--- src/rtl/mimo_frame_sequencer.sv ---
// -----------------------------------------------------------------------------
// mimo_frame_sequencer
//
// Buffers one frame from an upstream complex-sample stream and replays it to
// the x_calculate MIMO detector once per q session. A frame is 24 words:
// 0..15 = H[row][col] row-major, 16..19 = Y1[0..3], 20..23 = Y2[0..3].
// Each session opens with a one-cycle start_new_q. Then 16 H beats follow,
// with Y on the first 8 of them. The block then waits for det_done before the
// next q. After NUM_Q sessions it pulses frame_done and accepts a new frame.
//
// Optional feature macro: SEQ_TIMEOUT_EN
//   Adds a wait-state timeout of TIMEOUT cycles and the sticky timeout_err
//   output. Without the macro, the wait state waits indefinitely for det_done.
//
// Parameters
//   N        component width (two's complement, passed through unchanged)
//   NUM_Q    sessions per frame, 1..16
//   TIMEOUT  wait-state cycle limit (used only with SEQ_TIMEOUT_EN)
//
// Ports
//   clk, rst                 rising-edge clock, async active-high reset
//   in_valid/in_ready        upstream handshake; in_r/in_i sample words
//   start_new_q, q_index     session start pulse and current q
//   H_in_valid/H_in_r/H_in_i H word to the detector
//   Y_in_valid/Y_in_r/Y_in_i Y word to the detector (imag not conjugated)
//   det_done                 detector per-q completion pulse
//   frame_done               pulse after the last session of a frame
//   timeout_err              sticky timeout flag (SEQ_TIMEOUT_EN only)
//
// Every output comes straight from a flop.
// -----------------------------------------------------------------------------
module mimo_frame_sequencer #(
  parameter int N       = 32,
  parameter int NUM_Q   = 16,
  parameter int TIMEOUT = 255
) (
  input  logic         clk,
  input  logic         rst,
  input  logic         in_valid,
  output logic         in_ready,
  input  logic [N-1:0] in_r,
  input  logic [N-1:0] in_i,
  output logic         start_new_q,
  output logic [3:0]   q_index,
  output logic         H_in_valid,
  output logic [N-1:0] H_in_r,
  output logic [N-1:0] H_in_i,
  output logic         Y_in_valid,
  output logic [N-1:0] Y_in_r,
  output logic [N-1:0] Y_in_i,
  input  logic         det_done,
  output logic         frame_done
`ifdef SEQ_TIMEOUT_EN
  ,
  output logic         timeout_err
`endif
);

  if (NUM_Q < 1 || NUM_Q > 16 || TIMEOUT < 1) begin : g_bad_cfg
    $error("mimo_frame_sequencer: NUM_Q must be 1..16 and TIMEOUT must be >= 1");
  end

  typedef enum logic [1:0] {
    S_FILL,
    S_START,
    S_STREAM,
    S_WAIT
  } state_t;

  state_t      state, state_nxt;
  logic [4:0]  wr_cnt, wr_nxt;
  logic [3:0]  rd_cnt, rd_nxt;
  logic [3:0]  q_cnt,  q_nxt;
  logic        accept;
  logic        advance;
  logic        last_q;

  logic [N-1:0] mem_r [24];
  logic [N-1:0] mem_i [24];

  assign accept = (state == S_FILL) && in_valid && in_ready;
  assign last_q = (q_cnt == 4'(NUM_Q - 1));

`ifdef SEQ_TIMEOUT_EN
  localparam int WW = $clog2(TIMEOUT + 1);
  logic [WW-1:0] wait_cnt;
  logic          timeout_hit;

  // A det_done in the timeout cycle itself wins: normal completion, no error.
  assign timeout_hit = (state == S_WAIT) && !det_done &&
                       (wait_cnt == WW'(TIMEOUT - 1));
  assign advance     = (state == S_WAIT) && (det_done || timeout_hit);

  always_ff @(posedge clk or posedge rst) begin
    if (rst) begin
      wait_cnt    <= '0;
      timeout_err <= 1'b0;
    end else begin
      if (state == S_WAIT && !advance) wait_cnt <= wait_cnt + 1'b1;
      else                             wait_cnt <= '0;
      if (timeout_hit) timeout_err <= 1'b1;
    end
  end
`else
  assign advance = (state == S_WAIT) && det_done;
`endif

  // NOTE: every signal written here gets its default first, so no path
  // through the case leaves one unassigned and no latch is inferred.
  always_comb begin
    state_nxt = state;
    wr_nxt    = wr_cnt;
    rd_nxt    = rd_cnt;
    q_nxt     = q_cnt;
    case (state)
      S_FILL: begin
        if (accept) begin
          if (wr_cnt == 5'd23) begin
            wr_nxt    = '0;
            q_nxt     = '0;
            state_nxt = S_START;
          end else begin
            wr_nxt = wr_cnt + 5'd1;
          end
        end
      end
      S_START: begin
        rd_nxt    = '0;
        state_nxt = S_STREAM;
      end
      S_STREAM: begin
        if (rd_cnt == 4'd15) state_nxt = S_WAIT;
        else                 rd_nxt    = rd_cnt + 4'd1;
      end
      S_WAIT: begin
        if (advance) begin
          if (last_q) begin
            state_nxt = S_FILL;
          end else begin
            q_nxt     = q_cnt + 4'd1;
            state_nxt = S_START;
          end
        end
      end
      default: state_nxt = S_FILL;
    endcase
  end

  // NOTE: the frame buffer has no reset; it is always fully rewritten by the
  // fill phase before any session reads it, so resetting it buys nothing.
  always_ff @(posedge clk) begin
    if (accept) begin
      mem_r[wr_cnt] <= in_r;
      mem_i[wr_cnt] <= in_i;
    end
  end

  // Outputs are registered from the next-state view, so each output is valid
  // in the same cycle that the state register enters the matching state.
  // NOTE: sequential state uses non-blocking assignments only, so every flop
  // samples the pre-edge values regardless of statement order.
  always_ff @(posedge clk or posedge rst) begin
    if (rst) begin
      state       <= S_FILL;
      wr_cnt      <= '0;
      rd_cnt      <= '0;
      q_cnt       <= '0;
      in_ready    <= 1'b0;
      start_new_q <= 1'b0;
      H_in_valid  <= 1'b0;
      H_in_r      <= '0;
      H_in_i      <= '0;
      Y_in_valid  <= 1'b0;
      Y_in_r      <= '0;
      Y_in_i      <= '0;
      frame_done  <= 1'b0;
    end else begin
      state       <= state_nxt;
      wr_cnt      <= wr_nxt;
      rd_cnt      <= rd_nxt;
      q_cnt       <= q_nxt;
      in_ready    <= (state_nxt == S_FILL);
      start_new_q <= (state_nxt == S_START);
      frame_done  <= advance && last_q;

      if (state_nxt == S_STREAM) begin
        H_in_valid <= 1'b1;
        H_in_r     <= mem_r[{1'b0, rd_nxt}];
        H_in_i     <= mem_i[{1'b0, rd_nxt}];
      end else begin
        H_in_valid <= 1'b0;
        H_in_r     <= '0;
        H_in_i     <= '0;
      end

      // Y rides along with the first 8 H beats, reading words 16..23.
      if (state_nxt == S_STREAM && !rd_nxt[3]) begin
        Y_in_valid <= 1'b1;
        Y_in_r     <= mem_r[{2'b10, rd_nxt[2:0]}];
        Y_in_i     <= mem_i[{2'b10, rd_nxt[2:0]}];
      end else begin
        Y_in_valid <= 1'b0;
        Y_in_r     <= '0;
        Y_in_i     <= '0;
      end
    end
  end

  assign q_index = q_cnt;

endmodule

--- config.mk ---
export PLATFORM = sky130hd
export DESIGN_NAME = mimo_frame_sequencer
export DESIGN_NICKNAME = d
export VERILOG_FILES = /design/src/rtl/mimo_frame_sequencer.sv
export SDC_FILE = /design/constraint.sdc
export NUM_CORES = 2
export LEC_CHECK = 0
export CORE_MARGIN = 10
export CORE_UTILIZATION = 55
export DETAILED_ROUTE_END_ITERATION = 6
export HOLD_SLACK_MARGIN = 0.06
export PLACE_DENSITY = 0.75
export SYNTH_ARGS = -nofsm -noshare
export SYNTH_HDL_FRONTEND = slang
export SYNTH_SLANG_ARGS = --single-unit
--- constraint.sdc ---
create_clock -name clk -period 4.8 [get_ports clk]
set_clock_uncertainty 0.1 [all_clocks]
set_input_delay 0.72 -clock clk [delete_from_list [all_inputs] [get_ports clk]]
set_output_delay 0.72 -clock clk [all_outputs]
set_load 0.1 [all_outputs]
Fig. 1: the metal 1 layer
Supply wires on this layer in grey.
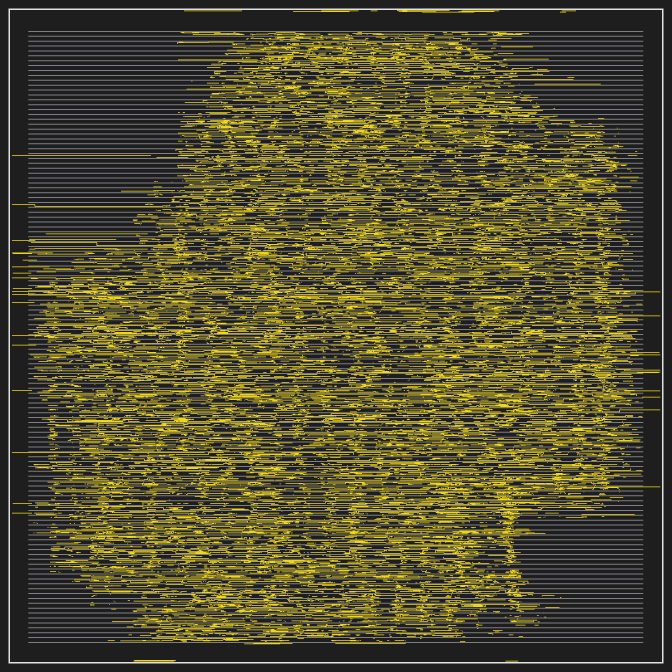
share of all routed wire: 41%
main direction: horizontal
longest straight run: 107 um
aggregate routed wire length: 147900 um
vias: 34070
M1 GR Usage: 30.51%

Fig. 2: the metal 4 layer
Bar = 100 um. Supply wires on this layer in grey.
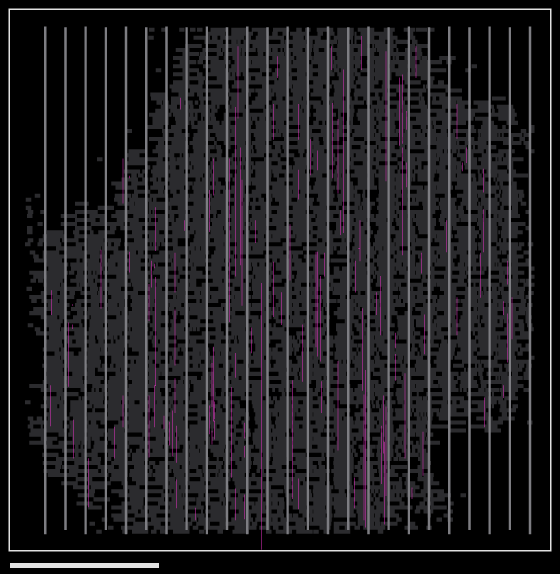
share of all routed wire: 2.6%
main direction: vertical
wire length on this layer: 3860 um
longest straight run: 179 um
nets with wire on the layer: 56

==> reports/results.ini <==
[timing]
whs_ns = 0.4856
hold_violations = 0
final.min_clock_period_ns = 3.633
fmax_mhz = 275.3

[setup_path]
start_kind = flop
crit_type = reg2reg
crit_fanout = 63
critPathSlowestCell = o211ai_2
worstPathCellList = inv_1 > ha_1 > inv_2 > o211ai_2 > inv_8 > nand2_8 > buf_12 > o22ai_1 > o22ai_1

[logic_synthesis]
xor_area_share_pct = 0.06777
mux_area_share_pct = 13.38
numSynthFlops = 1684
netlist_logic_family_top = multiplexers
synthArstFlopShare_pct = 8.789
yosys.area_share.aoi_pct = 4.145
synth_nets = 3717
edf_count = 1536
adder_share_pct = 0.1936

[layout]
buffers = 277
nNonClkInverters = 15
synthToLayoutAreaGrowth_pct = 14.70
final-clk-cell-share_pct = 7.061
sh_comb_area_pct = 18.82
logic_gates = 1737

[status]
status = finished, final reports clean

[clocking]
cts_resized = 0
htree_num_levels = 4
cts_tree = done
clk_pin_slew_worst_paths_ns = 0.06

[placement]
portBuffers = 204
place.gp.congestion = 0.7575
dp_cells = 5237

[drt]
first_pass_iters = 5
dr_wl_met3_um = 11270

[floorplanning]
fp_util_pct = 55.54
rows = 125
die_height_um = 362.8

[power]
p_int_mw = 28.36
netSwitchingFraction_pct = 33.01
p_seq_share_pct = 39.8

[global_routing]
grt_overflow_total = 0
grt_pass1_vias = 34010
met2_usage_pct = 36.44

## metrics by stage
stage	area, sq um	setup slack [ns]
2_1_floorplan	64620	-0.08262
3_3_place_gp	68880	1.164
3_5_place_dp	68880	1.063
4_1_cts	74120	1.175
5_1_grt	74120	0.9744
6_report	74120	1.167
## Yosys cell counts, types with 2 or more instances
library cell | count | area (sq um)
mux2_2 | 195 | 2196
buf_2 | 106 | 530.5
inv_1 | 11 | 41.29
xor2_1 | 3 | 26.28
clkbuf_1 | 72 | 270.3
edfxtp_1 | 1536 | 46120
a21oi_2 | 2 | 17.52
inv_2 | 3 | 11.26
o21ai_0 | 121 | 605.6
nor3b_1 | 2 | 15.01
a21oi_1 | 8 | 40.04
ha_1 | 10 | 125.1
o21ai_1 | 11 | 55.05
nor2_1 | 37 | 138.9
nand3_1 | 7 | 35.03
xnor2_1 | 2 | 17.52
buf_1 | 6 | 22.52
nand3b_1 | 2 | 15.01
buf_6 | 12 | 135.1
o32ai_1 | 65 | 569.3
nand4_1 | 7 | 43.79
and3_1 | 129 | 807.0
buf_4 | 7 | 52.55
o22ai_1 | 190 | 1189
mux2_1 | 123 | 1385
mux2i_1 | 506 | 5065
nand2b_1 | 4 | 25.02
o211ai_1 | 3 | 22.52
nor2b_1 | 3 | 18.77
nand2_1 | 281 | 1055
dfrtp_1 | 148 | 3704
## sequential cells by signal, summed over array words and instances, names as in the netlist, 2 cells and up
| register | count |
|---|---|
| H_in_i | 32 |
| q_index | 4 |
| mem_i | 768 |
| wr_cnt | 5 |
| Y_in_r | 32 |
| state | 2 |
| mem_r | 768 |
| H_in_r | 32 |
| Y_in_i | 32 |
| rd_cnt | 4 |
## path summary, 6_finish.rpt
path,from,endpoint,slack (ns),depth (start not counted)
worst min-delay path,q_index[0],q_index[0],0.49,1
min in group asynchronous,rst,Y_in_i[3],0.50,2
worst max register to register,state[0],H_in_i[8],1.17,9
max in group asynchronous,rst,Y_in_r[23],3.15,3
worst max-delay path,state[0],H_in_i[8],1.17,9
worst min register to register,q_index[0],q_index[0],0.49,1
## placed cells by master (no fill, tap or decap), types with 35 or more instances in the layout
cell,netlist,final
and3_1,129,129
buf_12,0,41
clkbuf_1,72,42
clkbuf_16,0,166
clkdlybuf4s50_1,0,204
clkinv_2,0,35
dfrtp_1,148,148
edfxtp_1,1536,1536
mux2_1,123,123
mux2_2,195,195
mux2i_1,506,506
nand2_1,281,279
o21ai_0,121,121
o22ai_1,190,190
o32ai_1,65,65
## logic make-up after synthesis
group	Yosys count
flops	1684
fa+ha+maj	10
mux	824
simple gates	481
compound gates	417
buf+inv	218
xor+xnor	5
## power groups by stage
stage | clock network [mW] | registers, mW | logic [mW]
6_report | 12.4 | 16.8 | 13.1
5_1_grt | 13.1 | 16.9 | 13.9
4_1_cts | 12.5 | 16.8 | 13.1
3_5_place_dp | 0 | 17.1 | 13.0
3_3_place_gp | 0 | 17.1 | 12.9
2_1_floorplan | 0 | 18.9 | 7.80
## critical path: cells and delay by family, from the launching register on
family	cells	cell delay (ns)
buf+inv	4	0.96
compound gates	3	0.93
simple gates	1	0.53
fa+ha+maj	1	0.46
flops	1	0.43
Power and IR drop assume default switching activity.
